[src/rtl/task_pulse_responder.sv]
// task_pulse_responder
// Far-domain task executor: accepts a one-cycle start flag, emits a train of
// REPEAT pulses (DELAY low cycles then WIDTH high cycles each), then reports
// completion with a one-cycle done pulse. Configuration is captured at start.
//
// state   | meaning
// --------+----------------------------------------------
// ST_IDLE | waiting for i_start
// ST_LOW  | delay phase, o_pulse_out low
// ST_HIGH | pulse phase, o_pulse_out high
// ST_DONE | single completion cycle, o_task_done high
module task_pulse_responder #(
    parameter int CNT_WIDTH = 16,
    parameter int REP_WIDTH = 8
) (
    input  logic                 i_clk,
    input  logic                 i_rst_n,
    input  logic                 i_start,
    input  logic [CNT_WIDTH-1:0] i_delay,
    input  logic [CNT_WIDTH-1:0] i_width,
    input  logic [REP_WIDTH-1:0] i_repeat,
    input  logic                 i_abort,
    output logic                 o_pulse_out,
    output logic                 o_busy,
    output logic                 o_task_done,
    output logic                 o_aborted,
    output logic [REP_WIDTH-1:0] o_pulse_cnt
);

    typedef enum logic [1:0] {
        ST_IDLE = 2'd0,
        ST_LOW  = 2'd1,
        ST_HIGH = 2'd2,
        ST_DONE = 2'd3
    } state_t;

    localparam logic [CNT_WIDTH-1:0] CNT_ZERO = '0;
    localparam logic [CNT_WIDTH-1:0] CNT_ONE  = CNT_WIDTH'(1);
    localparam logic [REP_WIDTH-1:0] REP_ZERO = '0;
    localparam logic [REP_WIDTH-1:0] REP_ONE  = REP_WIDTH'(1);

    state_t               r_state;
    state_t               w_state_nxt;
    logic [CNT_WIDTH-1:0] r_delay;
    logic [CNT_WIDTH-1:0] w_delay_nxt;
    logic [CNT_WIDTH-1:0] r_width;
    logic [CNT_WIDTH-1:0] w_width_nxt;
    logic [CNT_WIDTH-1:0] r_cnt;
    logic [CNT_WIDTH-1:0] w_cnt_nxt;
    logic [REP_WIDTH-1:0] r_rep_left;
    logic [REP_WIDTH-1:0] w_rep_left_nxt;
    logic [REP_WIDTH-1:0] r_pulse_cnt;
    logic [REP_WIDTH-1:0] w_pulse_cnt_nxt;
    logic                 w_aborted_nxt;
    logic                 r_pulse_out;
    logic                 r_busy;
    logic                 r_task_done;
    logic                 r_aborted;

    // Next-state and datapath decode. r_cnt is a down-counter holding the
    // cycles left in the current phase minus one, so a phase ends when it
    // reads zero; this keeps the maximum DELAY/WIDTH values representable.
    always_comb begin
        w_state_nxt     = r_state;
        w_delay_nxt     = r_delay;
        w_width_nxt     = r_width;
        w_cnt_nxt       = r_cnt;
        w_rep_left_nxt  = r_rep_left;
        w_pulse_cnt_nxt = r_pulse_cnt;
        w_aborted_nxt   = 1'b0;

        case (r_state)
            ST_IDLE: begin
                // ABORT is deliberately not looked at here: a start that
                // coincides with an abort is still accepted.
                if (i_start) begin
                    w_delay_nxt     = i_delay;
                    w_width_nxt     = i_width;
                    w_rep_left_nxt  = i_repeat;
                    w_pulse_cnt_nxt = REP_ZERO;
                    if ((i_width == CNT_ZERO) || (i_repeat == REP_ZERO)) begin
                        w_state_nxt = ST_DONE;
                    end else if (i_delay == CNT_ZERO) begin
                        w_state_nxt = ST_HIGH;
                        w_cnt_nxt   = i_width - CNT_ONE;
                    end else begin
                        w_state_nxt = ST_LOW;
                        w_cnt_nxt   = i_delay - CNT_ONE;
                    end
                end
            end

            ST_LOW: begin
                if (i_abort) begin
                    w_state_nxt   = ST_DONE;
                    w_aborted_nxt = 1'b1;
                end else if (r_cnt == CNT_ZERO) begin
                    w_state_nxt = ST_HIGH;
                    w_cnt_nxt   = r_width - CNT_ONE;
                end else begin
                    w_cnt_nxt = r_cnt - CNT_ONE;
                end
            end

            ST_HIGH: begin
                // Abort takes priority over pulse completion, so a pulse cut
                // on its last high cycle is not counted.
                if (i_abort) begin
                    w_state_nxt   = ST_DONE;
                    w_aborted_nxt = 1'b1;
                end else if (r_cnt == CNT_ZERO) begin
                    w_pulse_cnt_nxt = r_pulse_cnt + REP_ONE;
                    w_rep_left_nxt  = r_rep_left - REP_ONE;
                    if (r_rep_left == REP_ONE) begin
                        w_state_nxt = ST_DONE;
                    end else if (r_delay == CNT_ZERO) begin
                        w_state_nxt = ST_HIGH;
                        w_cnt_nxt   = r_width - CNT_ONE;
                    end else begin
                        w_state_nxt = ST_LOW;
                        w_cnt_nxt   = r_delay - CNT_ONE;
                    end
                end else begin
                    w_cnt_nxt = r_cnt - CNT_ONE;
                end
            end

            ST_DONE: begin
                w_state_nxt = ST_IDLE;
            end

            default: begin
                w_state_nxt = ST_IDLE;
            end
        endcase
    end

    // State, latched configuration and counters.
    always_ff @(posedge i_clk or negedge i_rst_n) begin
        if (!i_rst_n) begin
            r_state     <= ST_IDLE;
            r_delay     <= '0;
            r_width     <= '0;
            r_cnt       <= '0;
            r_rep_left  <= '0;
            r_pulse_cnt <= '0;
        end else begin
            r_state     <= w_state_nxt;
            r_delay     <= w_delay_nxt;
            r_width     <= w_width_nxt;
            r_cnt       <= w_cnt_nxt;
            r_rep_left  <= w_rep_left_nxt;
            r_pulse_cnt <= w_pulse_cnt_nxt;
        end
    end

    // Outputs are flopped from the next-state decode so they change on the
    // same edge as the state and have no path back to the inputs.
    always_ff @(posedge i_clk or negedge i_rst_n) begin
        if (!i_rst_n) begin
            r_pulse_out <= 1'b0;
            r_busy      <= 1'b0;
            r_task_done <= 1'b0;
            r_aborted   <= 1'b0;
        end else begin
            r_pulse_out <= (w_state_nxt == ST_HIGH);
            r_busy      <= (w_state_nxt != ST_IDLE);
            r_task_done <= (w_state_nxt == ST_DONE);
            r_aborted   <= w_aborted_nxt;
        end
    end

    assign o_pulse_out = r_pulse_out;
    assign o_busy      = r_busy;
    assign o_task_done = r_task_done;
    assign o_aborted   = r_aborted;
    assign o_pulse_cnt = r_pulse_cnt;

endmodule

[config.mk]
export PLATFORM = sky130hd
export DESIGN_NAME = task_pulse_responder
export DESIGN_NICKNAME = d
export VERILOG_FILES = /design/src/rtl/task_pulse_responder.sv
export SDC_FILE = /design/constraint.sdc
export NUM_CORES = 1
export LEC_CHECK = 0
export ABC_CLOCK_PERIOD_IN_PS = 7000
export CAP_MARGIN = 15
export CORE_MARGIN = 4
export CORE_UTILIZATION = 50
export CTS_BUF_LIST = sky130_fd_sc_hd__clkbuf_16
export CTS_CLUSTER_DIAMETER = 60
export DETAILED_ROUTE_END_ITERATION = 8
export PLACE_DENSITY_LB_ADDON = 0.3
export SLEW_MARGIN = 30
export SYNTH_ARGS = -nofsm -noshare
export SYNTH_HDL_FRONTEND = slang
export SYNTH_SLANG_ARGS = --single-unit
[constraint.sdc]
create_clock -name i_clk -period 7 [get_ports i_clk]
set_input_delay 1.4 -clock i_clk [delete_from_list [all_inputs] [get_ports i_clk]]
set_output_delay 1.4 -clock i_clk [all_outputs]
set_load 0.005 [all_outputs]
### Cell area per tile, run 1

Bar = 20 um. 11 x 11 tiles, from white (low) to dark blue (high), 0 to 100% covered.
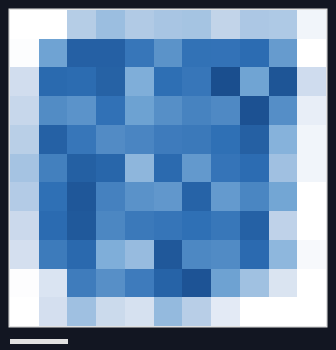
mean over tiles	50%
emptiest ninth of the die	lower right
fullest tile	88%
tiles over 75% full	21%
nearly empty tiles	9.9%
final core utilization: 0.6162
Initial Util: 0.5146
area of the placeable core: 0.009774 mm^2

### Register map, names as in the netlist, run 1

Bar = 20 um. Other sequential cells in the stronger gray, the rest of the logic in the fainter gray.
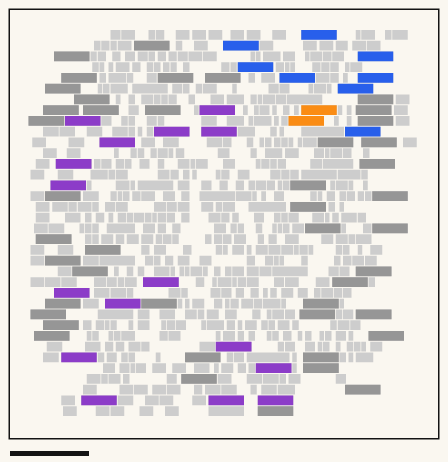
name in the netlist	color	sequential cells
r_state	orange	2
o_pulse_cnt	blue	8
r_width	purple	16
not colored	44
sequential-cell power consumption: 0.859 mW
sequential share of cell area: 0.2908
total area of sequential cells: 0.001752 mm^2

### Power grid, run 1

Bar = 20 um. Pins as bars on the die edge. Tap cells in gray.
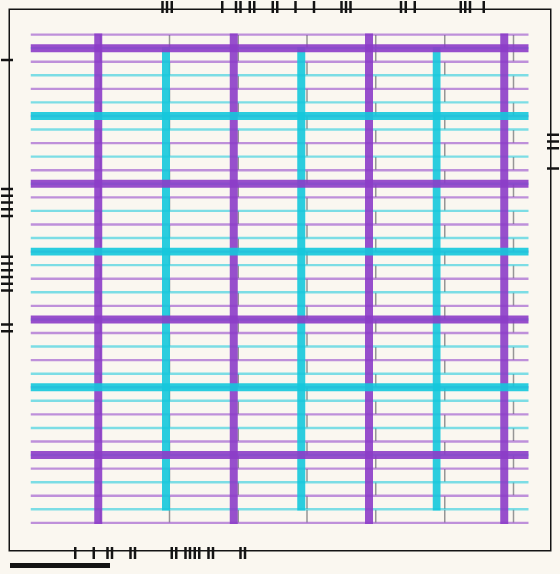
net	color
VDD	cyan
VSS	purple
tap cells	133
met4 straps	7
met5 straps	7
die outline height: 108.3 um
floorplan die width: 108.3 um
Max IR drop VDD: 0.2048 mV

### I/O nets highlighted, run 1

Bar = 20 um.
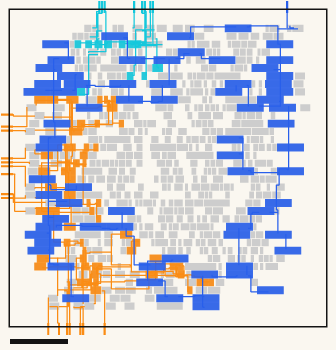
port	color	bits	direction	edge	end cells	buffers	wire
i_delay	orange	16	input	9 left, 7 bottom	59	16	985 um
i_rst_n	blue	1	input	top	70	2	530 um
i_repeat	cyan	8	input	top	11	8	225 um
quantity of I/O buffers inserted on ports: 55
top-level I/O count: 56

==> flow_metrics.env, run 1 <==
# flow metrics
export IMPL_final_layout_top_logic_cell="sky130_fd_sc_hd__dfrtp_1"
export IMPL_post_route_cells_drive_above_1_share=0.1138
export IMPL_holdPathStages=2
export IMPL_period_used=0.7429
export IMPL_cts_max_level=3
export IMPL_finish_cell_count_without_fillers=757
export IMPL_worst_setup_hold_path_clk_slew_ps=60
export IMPL_reg2reg_setup_slack_ps=3620
export IMPL_pin_count_of_the_biggest_net_entering_global_routing=71
export IMPL_min_delay_path_class="register to register"
export IMPL_min_delay_endpoint="r_cnt[6]"
export IMPL_comb_cell_share=0.5193
export IMPL_switching_share=0.4393
export IMPL_clk_insertion_delay_late_ps=340
export IMPL_critPathLaunch="i_delay[9]"
export IMPL_r2r_end="r_cnt[5]"
export IMPL_largest_registers="r_cnt: 16 flops, r_delay: 16 flops, r_width: 16 flops"
export IMPL_switching_power_mw=1.123
export IMPL_cts_made_buffers=9
export IMPL_placement_cell_area_mm2=0.005697
export IMPL_critical_path_arrival_ps=5450
export IMPL_grt_met2_usage=0.3899
export IMPL_final_signal_inverter_count=20
export IMPL_cts_root_buf="sky130_fd_sc_hd__clkbuf_16"
export IMPL_synthTopCellsByArea="sky130_fd_sc_hd__dfrtp_1 (35%), sky130_fd_sc_hd__mux2_2 (7.2%), sky130_fd_sc_hd__xor2_1 (4.0%)"
export IMPL_route_detailed_wl_per_inst_um=19.73
export IMPL_p_clk_mw=0.497
export IMPL_routed_via_density=6.410
export IMPL_relSlewSlack=0.2833
export IMPL_final_cell_mix="sky130_fd_sc_hd__dfrtp_1 (70), sky130_fd_sc_hd__clkdlybuf4s50_1 (54), sky130_fd_sc_hd__nor2_1 (46)"
export IMPL_number_of_filler_instances_in_the_final_layout=864
export IMPL_worstPathCellList="clkdlybuf4s50_1 -> or4_4 -> or4_1 -> nor2_8 -> a21oi_1 -> ha_1 -> or3b_1 -> or3_1 -> a31oi_1 -> nand3_1 -> or3b_1 -> o211a_1 -> o31ai_1"
export IMPL_highest_routing_layer_actually_used="met4"
export IMPL_post_synth_top_count_cell="sky130_fd_sc_hd__dfrtp_1"
export IMPL_fin_tns_setup_ps=0
export IMPL_grt_total_usage=0.2653
export IMPL_cellPowerDensity_mw_per_mm2=424.4
export IMPL_tap_cell_count=133
export IMPL_fmax_ghz=0.1923
export IMPL_worst_path_dominant_cell_family="simple AND/OR/NAND/NOR gates"
export IMPL_status="complete, no violations"
export IMPL_wl_met2_mm=6.676
export IMPL_ys_flop_type="sky130_fd_sc_hd__dfrtp_1"
export IMPL_synthesis_nets=624
export IMPL_finalNetCount=674
export IMPL_cts_tree="done"
export IMPL_yosys_cell_types_count=71
export IMPL_power_static_leakage_nw=2.320
export IMPL_post_cts_resized_instances=0
export IMPL_top_cell_area_share=0.3483
export IMPL_route_antenna_remaining_nets=0
export IMPL_gr_max_usage_layer="met2"
export IMPL_critical_path_reg2reg_startpoint="r_cnt[0]"
export IMPL_setup_slack_ps=1799
export IMPL_clock_cell_area_share=0.05359
export IMPL_setup_violations=0
export IMPL_worstSetupPathType="input pin to register"
export IMPL_worstSetupEndpointType="register"
export IMPL_insertedDiodeCount=0
export IMPL_grt_pass1_wl_mm=24.16
export IMPL_final_hold_violation_count=0
export IMPL_largest_cell_class_by_area="multi-input combinational cells"
export IMPL_critical_path_top_cell_by_count="sky130_fd_sc_hd__or3b_1"
### Placed standard cells, run 1

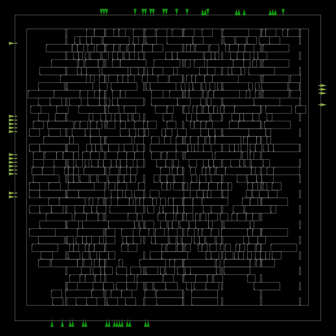

## Run 2: what changed since run 1
- ABC_CLOCK_PERIOD_IN_PS: 7000 -> 4270
- clock period: 7 -> 4.27 ns (I/O delays scaled with it)
### Placed standard cells, run 2

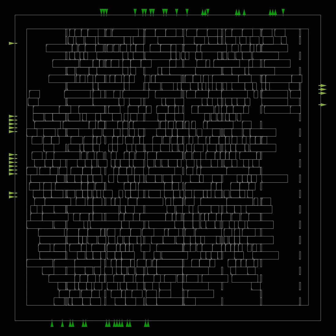
tap cells: 133
final core utilization: 0.6350
non-filler instance count after layout: 787

### Power grid, run 2

Bar = 20 um. Pins as bars on the die edge. Tap cells in gray.
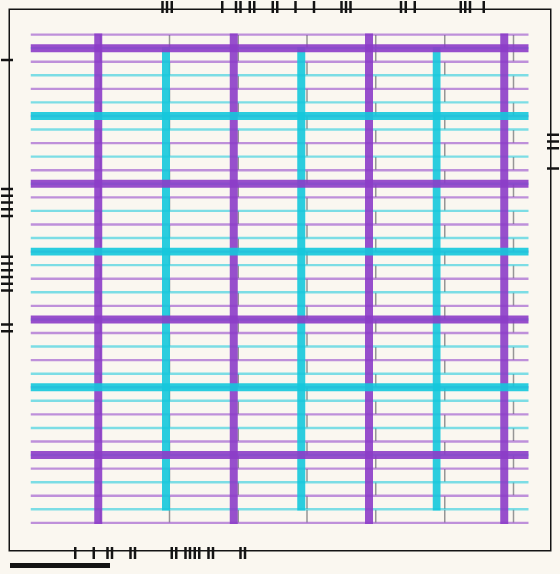
net	color
VSS	purple
VDD	cyan
signal pins	56
met1 rails	37
met5 straps	7
rows	36
met4 straps	7
Max IR drop VDD: 0.3726 mV

==> flow_metrics.env, run 2 <==
# flow metrics
export IMPL_yosys_warnings=0
export IMPL_setup_slack_ps=218.5
export IMPL_route_detailed_wl_per_inst_um=19.55
export IMPL_cts_hold_buffers_added=0
export IMPL_yosys_cell_types_count=71
export IMPL_gr_max_usage_layer="met2"
export IMPL_top_cell_area_share=0.3483
export IMPL_holdCritStartpoint="o_pulse_cnt[1]"
export IMPL_pwr_group_sequential_mw=1.39
export IMPL_switching_power_mw=1.865
export IMPL_pin_count_of_the_biggest_net_entering_global_routing=37
export IMPL_largest_cell_class_by_area="multi-input combinational cells"
export IMPL_layout_area_seq_mm2=0.001752
export IMPL_largest_registers="r_cnt: 16 flops, r_delay: 16 flops, r_width: 16 flops"
export IMPL_worstSetupPathType="input pin to register"
export IMPL_synthTopCellsByArea="sky130_fd_sc_hd__dfrtp_1 (35%), sky130_fd_sc_hd__mux2_2 (7.2%), sky130_fd_sc_hd__xor2_1 (4.0%)"
export IMPL_placement_cell_area_mm2=0.005911
export IMPL_boundaryPins=56
export IMPL_relSlewSlack=0.4718
export IMPL_placement_io_buffers=55
export IMPL_status="complete, no violations"
export IMPL_cp_num_buf_inv=1
export IMPL_seqAreaFraction=0.2822
export IMPL_rows=36
export IMPL_critPathLaunchType="input pin"
export IMPL_comb_cell_share=0.5031
export IMPL_critical_path_arrival_ps=4290
export IMPL_cts_made_buffers=9
export IMPL_post_layout_total_power_mw=4.178
export IMPL_worst_endpoint_required_ps=4510
export IMPL_die_width_um=108.3
export IMPL_grt_met2_usage=0.4125
export IMPL_clock_cell_area_share=0.04676
export IMPL_wl_met2_mm=7.004
export IMPL_power_static_leakage_nw=2.453
export IMPL_finalWirelength_mm=15.38
export IMPL_globalRouteMet3Util=0.04776
export IMPL_min_delay_endpoint="o_pulse_cnt[1]"
export IMPL_yosys_register_bits=70
export IMPL_buf_share=0.1290
export IMPL_number_of_filler_instances_in_the_final_layout=829
export IMPL_fin_tns_setup_ps=0
export IMPL_register_share_after_synthesis=0.3483
export IMPL_fp_dieH_um=108.3
export IMPL_worst_clock_skew_ps=8.818
export IMPL_via_count=5135
export IMPL_enable_flop_cells=0
export IMPL_cellPowerDensity_mw_per_mm2=673.1
export IMPL_worst_setup_hold_path_clk_slew_ps=60
export IMPL_dominant_power_group="combinational cells"
export IMPL_routed_metal_1_wire_length_mm=6.288
export IMPL_n_clock_buffer=9
export IMPL_met1_usage=0.3796
export IMPL_yosys_area_share_simple=0.2373
export IMPL_yosys_cell_count=569
export IMPL_final_cell_mix="sky130_fd_sc_hd__dfrtp_1 (70), sky130_fd_sc_hd__clkdlybuf4s50_1 (54), sky130_fd_sc_hd__nor2_1 (46)"
export IMPL_pre_cts_slack_ps=-170.5
export IMPL_fp_coreArea_mm2=0.009774
export IMPL_cts_root_buf="sky130_fd_sc_hd__clkbuf_16"
export IMPL_clock_power_share=0.179
export IMPL_post_synth_top_count_cell="sky130_fd_sc_hd__dfrtp_1"
export IMPL_detailedRoute_firstPassIterationCount=5
export IMPL_holdPathStages=2
export IMPL_worstPathCellList="clkdlybuf4s50_1 -> or3_1 -> or4_1 -> nor2_8 -> a21oi_1 -> ha_1 -> or3b_1 -> or3_1 -> a31oi_2 -> nand3_1 -> or3b_1 -> o211a_1 -> o31ai_1"
export IMPL_reg2reg_setup_slack_ps=1170
export IMPL_netlist_top_cell_by_area="sky130_fd_sc_hd__dfrtp_1"
export IMPL_ys_flop_type="sky130_fd_sc_hd__dfrtp_1"
export IMPL_gp_congestion=1.001
export IMPL_antenna_found_initial=0
export IMPL_post_cts_resized_instances=0
export IMPL_finalNetCount=704
export IMPL_drv_max_cap_violation_count=0
export IMPL_dpl_hpwl_mm=11.70
export IMPL_setup_violations=0
export IMPL_worst_slew_pin_transition_ps=782.3
export IMPL_drc_errors=0
export IMPL_num_nonclk_buffers=89
export IMPL_post_synthesis_async_set_or_reset_flop_share=1.000
export IMPL_r2r_end="r_cnt[0]"
export IMPL_tool_warnings=30
export IMPL_grt_pass1_vias=4707
export IMPL_min_delay_path_class="register to register"
export IMPL_logic_family="simple AND/OR/NAND/NOR gates"
export IMPL_synthesis_nets=624
export IMPL_final_hold_violation_count=0
export IMPL_drt_iter0_markers=552
export IMPL_final_layout_top_logic_cell="sky130_fd_sc_hd__dfrtp_1"
export IMPL_final_signal_inverter_count=20
export IMPL_initial_core_util=0.5146
export IMPL_critical_path_top_delay_cell="sky130_fd_sc_hd__clkdlybuf4s50_1"
export IMPL_cts_setup_buffers=0
export IMPL_grt_pass1_wl_mm=24.45
export IMPL_post_place_cells=771
export IMPL_logic_gate_count=459
export IMPL_routed_via_density=6.525
export IMPL_worstSetupEndpoint="r_cnt[12]"
export IMPL_highest_routing_layer_actually_used="met4"
export IMPL_ff_count=70
export IMPL_p_clk_mw=0.746
export IMPL_yosys_area_share_aoi=0.2065
export IMPL_cts_max_level=3
export IMPL_period_used=0.9488
export IMPL_worst_path_dominant_cell_family="simple AND/OR/NAND/NOR gates"
export IMPL_fmax_ghz=0.2468
export IMPL_clk_insertion_delay_late_ps=350
export IMPL_synthAdderAreaFrac=0.02736
export IMPL_synth_xor_area_share=0.07488
export IMPL_cp_num_cells=13
export IMPL_critPathLaunch="i_delay[15]"
export IMPL_insertedDiodeCount=0
export IMPL_worstSetupEndpointType="register"
export IMPL_clkSinkCount=70
export IMPL_synth_area_mm2=0.005030
export IMPL_grt_total_usage=0.2691
export IMPL_switching_share=0.4463
export IMPL_cp_slowest_stage_delay_ps=500
export IMPL_cell_internal_pwr_mw=2.314
export IMPL_post_route_cells_drive_above_1_share=0.1544
export IMPL_yosys_stat_area_mm2=0.005030
export IMPL_final_period_minus_worst_setup_slack_ps=4051
export IMPL_critical_path_reg2reg_startpoint="r_cnt[0]"
export IMPL_fin_worst_hold_slack_ps=524.1
export IMPL_cts_tree="done"
export IMPL_clk_path_buf_depth=2
export IMPL_dieArea_mm2=0.01173
export IMPL_route_antenna_remaining_nets=0
export IMPL_post_synth_cell_area_avg_um2=8.840
No activity file was given, so power comes from the tool's default toggle rates.
